==> run_1/closeup.png <==
Region (4, 61) to (54, 111) um. Cells in grey, sequential cells in the stronger grey; small squares are vias.
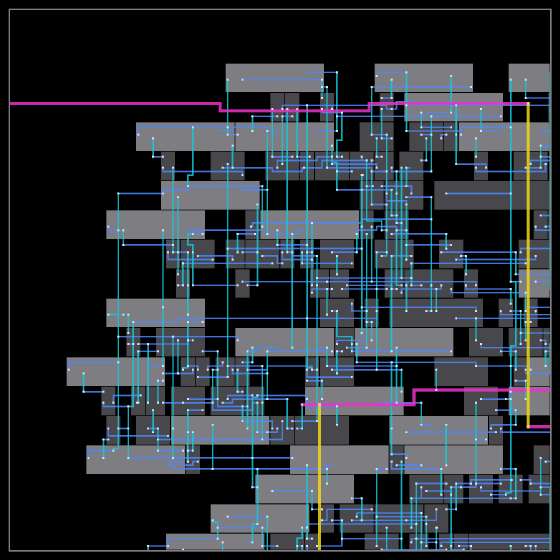
==> run_1/gates.png <==
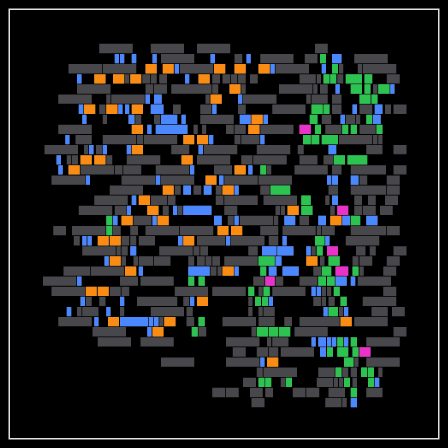
==> run_1/ff_map.png <==
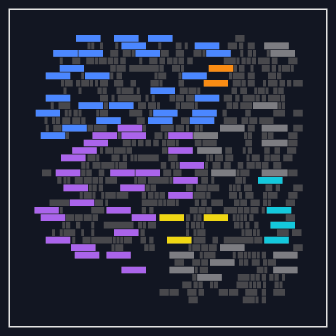
==> run_1/floorplan.png <==
Pins as bars on the die edge.
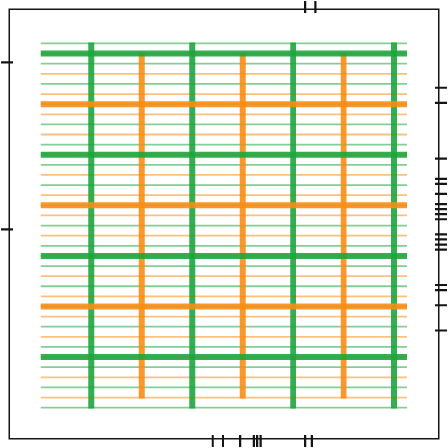
**src/rtl/clock_set_ctrl.sv**
```systemverilog
// clock_set_ctrl: time-keeping and time-setting controller for the digital clock.
// Divides the system clock down to a 1 s tick and keeps HH:MM:SS in BCD.
// A RUN / SET_HOUR / SET_MIN mode machine is stepped by three debounced buttons.
// It also produces blanking strobes that blink the field being edited.
module clock_set_ctrl #(
    parameter int SEC1_MAX  = 125000000,
    parameter int BLINK_MAX = 62500000
) (
    input  logic       CLK,
    input  logic       RESET,
    input  logic       BTN_MODE,
    input  logic       BTN_UP,
    input  logic       BTN_DOWN,
    output logic [1:0] HOUR10,
    output logic [3:0] HOUR1,
    output logic [2:0] MIN10,
    output logic [3:0] MIN1,
    output logic [2:0] SEC10,
    output logic [3:0] SEC1,
    output logic [1:0] MODE,
    output logic       BLANK_HOUR,
    output logic       BLANK_MIN,
    output logic       SEC_TICK
);

    typedef enum logic [1:0] {
        RUN      = 2'b00,
        SET_HOUR = 2'b01,
        SET_MIN  = 2'b10
    } mode_t;

    mode_t       state;
    mode_t       state_next;

    logic        mode_q;
    logic        up_q;
    logic        down_q;
    logic        mode_pulse;
    logic        up_pulse;
    logic        down_pulse;
    logic        edit_up;
    logic        edit_down;
    logic        edit_accepted;

    logic [26:0] prescaler;
    logic        tick;

    logic [25:0] blink_cnt;
    logic        blink_phase;

    logic [1:0]  hour10_next;
    logic [3:0]  hour1_next;
    logic [2:0]  min10_next;
    logic [3:0]  min1_next;
    logic [2:0]  sec10_next;
    logic [3:0]  sec1_next;

    // Hours plus one, 23 wraps to 00; the units carry into the tens only below 20.
    function automatic logic [5:0] hour_inc(input logic [1:0] h10, input logic [3:0] h1);
        if (h10 == 2'd2 && h1 == 4'd3)
            return 6'd0;
        else if (h1 == 4'd9)
            return {h10 + 2'd1, 4'd0};
        else
            return {h10, h1 + 4'd1};
    endfunction

    // Hours minus one, 00 wraps to 23.
    function automatic logic [5:0] hour_dec(input logic [1:0] h10, input logic [3:0] h1);
        if (h10 == 2'd0 && h1 == 4'd0)
            return {2'd2, 4'd3};
        else if (h1 == 4'd0)
            return {h10 - 2'd1, 4'd9};
        else
            return {h10, h1 - 4'd1};
    endfunction

    // Minutes plus one, 59 wraps to 00; any carry into hours is handled by the caller.
    function automatic logic [6:0] min_inc(input logic [2:0] m10, input logic [3:0] m1);
        if (m1 == 4'd9) begin
            if (m10 == 3'd5)
                return 7'd0;
            else
                return {m10 + 3'd1, 4'd0};
        end else begin
            return {m10, m1 + 4'd1};
        end
    endfunction

    // Minutes minus one, 00 wraps to 59 with no borrow from hours.
    function automatic logic [6:0] min_dec(input logic [2:0] m10, input logic [3:0] m1);
        if (m10 == 3'd0 && m1 == 4'd0)
            return {3'd5, 4'd9};
        else if (m1 == 4'd0)
            return {m10 - 3'd1, 4'd9};
        else
            return {m10, m1 - 4'd1};
    endfunction

    assign mode_pulse    = BTN_MODE & ~mode_q;
    assign up_pulse      = BTN_UP & ~up_q;
    assign down_pulse    = BTN_DOWN & ~down_q;
    assign edit_up       = up_pulse & ~down_pulse & ~mode_pulse;
    assign edit_down     = down_pulse & ~up_pulse & ~mode_pulse;
    assign edit_accepted = (state != RUN) & (edit_up | edit_down);

    assign tick       = (state == RUN) && (prescaler == 27'(SEC1_MAX - 1));
    assign SEC_TICK   = tick;
    assign MODE       = state;
    assign BLANK_HOUR = (state == SET_HOUR) & blink_phase;
    assign BLANK_MIN  = (state == SET_MIN) & blink_phase;

    // Button history starts high so a button held through reset release does not fire.
    always_ff @(posedge CLK or posedge RESET) begin
        if (RESET) begin
            mode_q <= 1'b1;
            up_q   <= 1'b1;
            down_q <= 1'b1;
        end else begin
            mode_q <= BTN_MODE;
            up_q   <= BTN_UP;
            down_q <= BTN_DOWN;
        end
    end

    // Mode state register.
    always_ff @(posedge CLK or posedge RESET) begin
        if (RESET)
            state <= RUN;
        else
            state <= state_next;
    end

    // Each MODE pulse steps RUN -> SET_HOUR -> SET_MIN -> RUN.
    always_comb begin
        state_next = state;
        if (mode_pulse) begin
            case (state)
                RUN:      state_next = SET_HOUR;
                SET_HOUR: state_next = SET_MIN;
                SET_MIN:  state_next = RUN;
                default:  state_next = RUN;
            endcase
        end
    end

    // Prescaler only counts while staying in RUN, so leaving or re-entering RUN restarts the second.
    always_ff @(posedge CLK or posedge RESET) begin
        if (RESET)
            prescaler <= 27'd0;
        else if (state == RUN && state_next == RUN && !tick)
            prescaler <= prescaler + 27'd1;
        else
            prescaler <= 27'd0;
    end

    // Next time value: ticking carry chain in RUN, single-field edits in the SET modes.
    always_comb begin
        hour10_next = HOUR10;
        hour1_next  = HOUR1;
        min10_next  = MIN10;
        min1_next   = MIN1;
        sec10_next  = SEC10;
        sec1_next   = SEC1;
        case (state)
            RUN: begin
                if (tick) begin
                    if (SEC1 != 4'd9) begin
                        sec1_next = SEC1 + 4'd1;
                    end else if (SEC10 != 3'd5) begin
                        sec1_next  = 4'd0;
                        sec10_next = SEC10 + 3'd1;
                    end else begin
                        sec1_next  = 4'd0;
                        sec10_next = 3'd0;
                        {min10_next, min1_next} = min_inc(MIN10, MIN1);
                        if (MIN10 == 3'd5 && MIN1 == 4'd9)
                            {hour10_next, hour1_next} = hour_inc(HOUR10, HOUR1);
                    end
                end
                if (mode_pulse) begin
                    sec10_next = 3'd0;
                    sec1_next  = 4'd0;
                end
            end
            SET_HOUR: begin
                if (edit_up)
                    {hour10_next, hour1_next} = hour_inc(HOUR10, HOUR1);
                else if (edit_down)
                    {hour10_next, hour1_next} = hour_dec(HOUR10, HOUR1);
            end
            SET_MIN: begin
                if (edit_up)
                    {min10_next, min1_next} = min_inc(MIN10, MIN1);
                else if (edit_down)
                    {min10_next, min1_next} = min_dec(MIN10, MIN1);
            end
            default: ;
        endcase
    end

    // Time digit registers.
    always_ff @(posedge CLK or posedge RESET) begin
        if (RESET) begin
            HOUR10 <= 2'd0;
            HOUR1  <= 4'd0;
            MIN10  <= 3'd0;
            MIN1   <= 4'd0;
            SEC10  <= 3'd0;
            SEC1   <= 4'd0;
        end else begin
            HOUR10 <= hour10_next;
            HOUR1  <= hour1_next;
            MIN10  <= min10_next;
            MIN1   <= min1_next;
            SEC10  <= sec10_next;
            SEC1   <= sec1_next;
        end
    end

    // Blink timer restarts on mode changes and edits so the edited digits show at once.
    always_ff @(posedge CLK or posedge RESET) begin
        if (RESET) begin
            blink_cnt   <= 26'd0;
            blink_phase <= 1'b0;
        end else if (state == RUN || state_next != state || edit_accepted) begin
            blink_cnt   <= 26'd0;
            blink_phase <= 1'b0;
        end else if (blink_cnt == 26'(BLINK_MAX - 1)) begin
            blink_cnt   <= 26'd0;
            blink_phase <= ~blink_phase;
        end else begin
            blink_cnt   <= blink_cnt + 26'd1;
        end
    end

endmodule

```
**config.mk**
```make
export PLATFORM = sky130hd
export DESIGN_NAME = clock_set_ctrl
export DESIGN_NICKNAME = d
export VERILOG_FILES = /design/src/rtl/clock_set_ctrl.sv
export SDC_FILE = /design/constraint.sdc
export NUM_CORES = 1
export LEC_CHECK = 0
export CORE_MARGIN = 8
export CORE_UTILIZATION = 46
export DETAILED_ROUTE_END_ITERATION = 16
export GPL_ROUTABILITY_DRIVEN = 0
export PLACE_DENSITY = 0.63
export SETUP_SLACK_MARGIN = 0.3
export SLEW_MARGIN = 25
export SYNTH_ARGS = -nofsm -noshare
export SYNTH_HDL_FRONTEND = slang
export SYNTH_SLANG_ARGS = --single-unit
export TNS_END_PERCENT = 100
```
**constraint.sdc**
```tcl
create_clock -name CLK -period 2.9 [get_ports CLK]
set_input_delay 0.58 -clock CLK [delete_from_list [all_inputs] [get_ports CLK]]
set_output_delay 0.58 -clock CLK [all_outputs]
set_load 0.02 [all_outputs]
```
==> results.yml, run 1 <==
# flow metrics
outcome:
  status: "completed"
synth:
  async_reset_ff_share_pct: 100
  netlist_area_sq_um: 4520
  synth_nets: 503
  postSynthSeqShare_pct: 43.9
  avgSynthCellArea_sq_um: 9.33
  xor_area_share_pct: 9.89
  ys_cells: 484
final_timing:
  hold_ws_ps: 461
  hold_violations: 0
  slew_headroom_pct: 62.4
  fmax_mhz: 411
power_and_ir_drop:
  p_per_area_nw_per_um2: 705
  peakVddDrop_mv: 0.300
  p_total_uw: 3700
floorplanning:
  die_area_sq_um: 13200
  io_pins: 30
worst_setup_path:
  max_stage_delay_ps: 600
  reg2reg_setup_slack_ps: 590
  worst_ep_arrival_time_ps: 1850
worst_hold_path:
  holdCritStartpoint: "prescaler[0]$_DFF_PP0_"
flow_run:
  cap_violations: 0
drt:
  drc: 0
  routed_wl_mm: 8.95
cells_and_area:
  final_area_sq_um: 5250
  syn_to_final_growth_pct: 16.3
  final_cell_mix: "nor2_1 (79), dfrtp_1 (76), nand2_1 (35)"
clock_tree:
  htree_levels: 3
place:
  dp_hpwl_mm: 6.31
  dpl_cell_area_sq_um: 4980
global_routing:
  groute.usage.overall_pct: 14.2
Back to the opening pictures, closeup.png:
- yellow: M4
- blue: M1
- cyan: M2
- magenta: M3
- sequential cells in the window: 22
- cells with their middle in the window: 111
- netlist names of flops here include: blink_cnt (16), prescaler (6)
- most frequent: nor2_1 (27), dfrtp_1 (22), xor2_1 (11)

Back to the opening pictures, gates.png:
- orange: xor and xnor cells (cells 51)
- magenta: non-inverting ao/oa cells (cells 6)
- green: aoi and oai cells (cells 69)
- blue: nor cells (cells 112)
final std cells w/o fill: 658
Commonest Layout Cell: nor2_1

Back to the opening pictures, ff_map.png:
- blue: blink_cnt (sequential cells 26)
- cyan: MIN1 (sequential cells 4)
- purple: prescaler (sequential cells 27)
- yellow: SEC10 (sequential cells 3)
- orange: HOUR10 (sequential cells 2)
flop share of the area: 37.7%
sequential cell power: 1480 uW
FF+latch area: 1980 sq um
fin util: 54.5%

Back to the opening pictures, floorplan.png:
- green: VSS
- orange: VDD
- signal pins: 30
- met5 straps: 7
Die Span X: 115 um
core area: 9640 sq um

[run 1: registers in the layout (all words and copies together), names as in the netlist]
signal and count:
prescaler 27, blink_cnt 26, HOUR1 4, MIN1 4, SEC1 4, MIN10 3
SEC10 3, HOUR10 2, MODE 2, blink_phase 1, down_q 1, mode_q 1
up_q 1
[run 1: area by class of cell]
class	instances	area, sq um	area share, %
tap	133	166	3.17
clock buffer	9	124	2.36
timing repair buffer	41	388	7.38
clock inverter	7	121	2.31
sequential	79	1980	37.7
multi-input combinational	370	2400	45.7
inverter	19	72.6	1.38
[run 1: worst max-delay path: cells and delay by family, from the launching register on]
family | cells | cell delay [ps]
buffers and inverters | 1 | 600
flip-flops | 1 | 530
AND/OR/NAND/NOR | 2 | 380
[run 1: repair_timing]
action | 4_1_cts | 5_1_grt
pin swaps | 0 | 1
gates resized | 5 | 2
setup endpoints to repair | 1 | 4
cloned | 0 | 0
buffers inserted | 0 | 3
[run 1: cells in the mapped netlist, types with 4 or more instances]
library cell,instances,area share [%]
buf_2,6,0.67
dfrtp_1,76,42
xor2_1,32,6.2
nand3_1,32,3.5
xnor2_1,19,3.7
or3_1,5,0.69
nand2_1,35,2.9
nor4_1,6,0.83
ha_1,14,3.9
nor3_1,7,0.78
and3_1,10,1.4
and2_1,4,0.55
o21ai_0,22,2.4
nand4_1,11,1.5
a21oi_1,19,2.1
inv_1,19,1.6
clkbuf_1,9,0.75
nor2b_1,8,1.1
nor2_1,79,6.6
[run 1: per-layer routing]
metal / track usage (%) / vias up / share of wire, %
met4: 4.73 / 0 / 1.6
met1: 18.5 / 1697 / 47
met3: 2.94 / 15 / 4.1
met5: 0 / - / 0
met2: 23.1 / 54 / 47
li1: - / 1765 / -
==> run_1/clock_nets.png <==
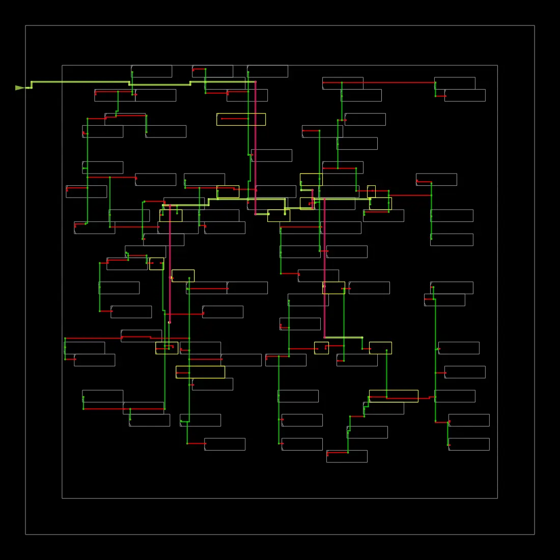

==> run 2, diff against run 1 <==
--- a/config.mk
+++ b/config.mk
@@ -9,7 +9,7 @@
 export CORE_UTILIZATION = 46
 export DETAILED_ROUTE_END_ITERATION = 16
 export GPL_ROUTABILITY_DRIVEN = 0
-export PLACE_DENSITY = 0.63
+export PLACE_DENSITY = 0.65
 export SETUP_SLACK_MARGIN = 0.3
 export SLEW_MARGIN = 25
 export SYNTH_ARGS = -nofsm -noshare
==> constraint.sdc (replaced) <==
create_clock -name CLK -period 2.05 [get_ports CLK]
set_input_delay 0.41 -clock CLK [delete_from_list [all_inputs] [get_ports CLK]]
set_output_delay 0.41 -clock CLK [all_outputs]
set_load 0.02 [all_outputs]
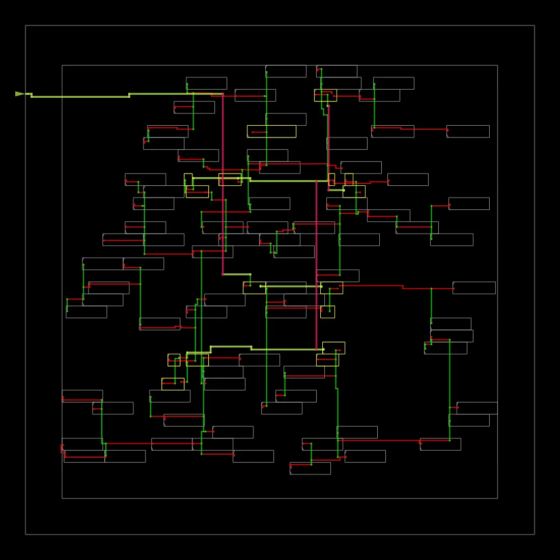
(run_2/clock_nets.png)
FFs & Latches: 79
clock buffers: 11
clk_skew: 12.7 ps
CTS sink count: 79
worst skew pair latency: 360 ps

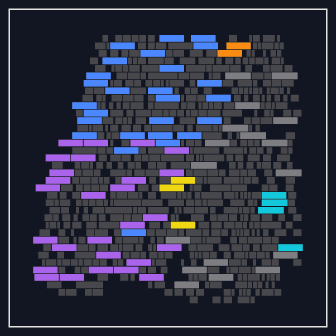
(run_2/ff_map.png)
- yellow: SEC10 (sequential cells 3)
- orange: HOUR10 (sequential cells 2)
- purple: prescaler (sequential cells 27)
- blue: blink_cnt (sequential cells 26)
- cyan: MIN1 (sequential cells 4)
- not coloured: 17
FF+latch area: 1990 sq um
fin util: 72.2%
flop share of the area: 28.6%
sequential cell power: 2000 uW

==> run 2 against run 1 <==
The flow now finishes with violations (negative setup slack). Design area is 32% higher. Largest power group is now combinational logic. Cell count is 17% higher. Sequential cell count is the same. Power grew 63%. Area after synthesis unchanged. Clock skew decreased by 1.2 ps. Non-clock buffer count increased by 110. Largest cell class unchanged. First-iteration DRC count increased by 24%. Clock power increased by 24%.
==> results.yml, run 2 <==
# flow metrics
cells_and_area:
  largestRegisters: "prescaler x27, blink_cnt x26"
  final_area_sq_um: 6960
  largest_reg_flops: 27
  syn_to_final_growth_pct: 54.1
flow_run:
  cap_violations: 0
drt:
  routed_wl_mm: 13.5
final_timing:
  fin_ws_ps: -47.5
  setup_viol: 3
  hold_ws_ps: 499
worst_hold_path:
  holdCritStartpoint: "BTN_UP"
clock_tree:
  htree_levels: 3
  postCtsSetupBuffers: 26
place:
  dp_hpwl_mm: 7.18
power_and_ir_drop:
  p_total_uw: 6040
  p_per_area_nw_per_um2: 868
synth:
  largest_area_cell: "dfrtp_1"
  postSynthSeqShare_pct: 43.9
  async_reset_ff_share_pct: 100
  netlist_area_sq_um: 4520
  topCellsByArea: "dfrtp_1 (42%), nor2_1 (6.6%), xor2_1 (6.2%)"
  ys_cells: 484
floorplanning:
  die_x_um: 115
  die_area_sq_um: 13200
worst_setup_path:
  max_stage_delay_ps: 420
global_routing:
  groute.usage.overall_pct: 18.4
outcome:
  status: "complete, but fails checks"
  violations: "negative setup slack"
==> run 2: logic make-up (layout without fill, tap and decap cells) <==
group                      Yosys count  after routing  share of synthesized area, %
AOI/OAI and AO/OA                   75             75                          11.1
xor gates and xnor gates            51             51                          9.89
adders and majority gates           14             14                          3.88
buffers and inverters               35            186                          3.24
DFF                                 79             79                          43.9
muxes                                2              2                         0.443
and+or+nand+nor                    228            228                          27.5
==> run 2: power groups by stage <==
stage / logic (uW) / clock network (uW) / registers [uW]
after CTS: 2620 / 1210 / 1990
after global routing: 3030 / 1310 / 2030
after detailed placement: 2130 / 0 / 2020
after floorplan: 1160 / 0 / 2140
after global placement: 2090 / 0 / 2020
final: 2810 / 1220 / 2000
==> run 2: critical path: cells and delay by family, from the launching register on <==
| kind | cells | cell delay, ps |
|---|---|---|
| simple gates | 3 | 730 |
| flops | 1 | 420 |
| buf+inv | 1 | 190 |
==> run 2: area by class of cell <==
class / count / area share (%)
multi-input combinational: 370 / 45.3
sequential: 79 / 28.6
timing repair buffer: 151 / 19.8
tap: 133 / 2.39
clock buffer: 11 / 2.03
inverter: 19 / 1.08
clock inverter: 5 / 0.809
==> run 2: routing by layer <==
layer | wire length (um) | track usage, % | vias to the layer above
met5 | 0 | 0 | -
met4 | 427 | 5.78 | 0
met3 | 525 | 3.26 | 34
met2 | 6910 | 32.0 | 111
met1 | 5600 | 22.5 | 2133
li1 | - | - | 1981
==> run 2: worst min-delay path by stage <==
stage	to	slack [ps]	depth (start not counted)
2_1_floorplan	down_q$_DFF_PP1_	410	0
3_3_place_gp	blink_cnt[0]$_DFF_PP0_	470	1
3_5_place_dp	blink_cnt[0]$_DFF_PP0_	470	1
4_1_cts	up_q$_DFF_PP1_	490	1
5_1_grt	up_q$_DFF_PP1_	490	1
6_report	up_q$_DFF_PP1_	500	1
No activity file was given, so power comes from the tool's default toggle rates.
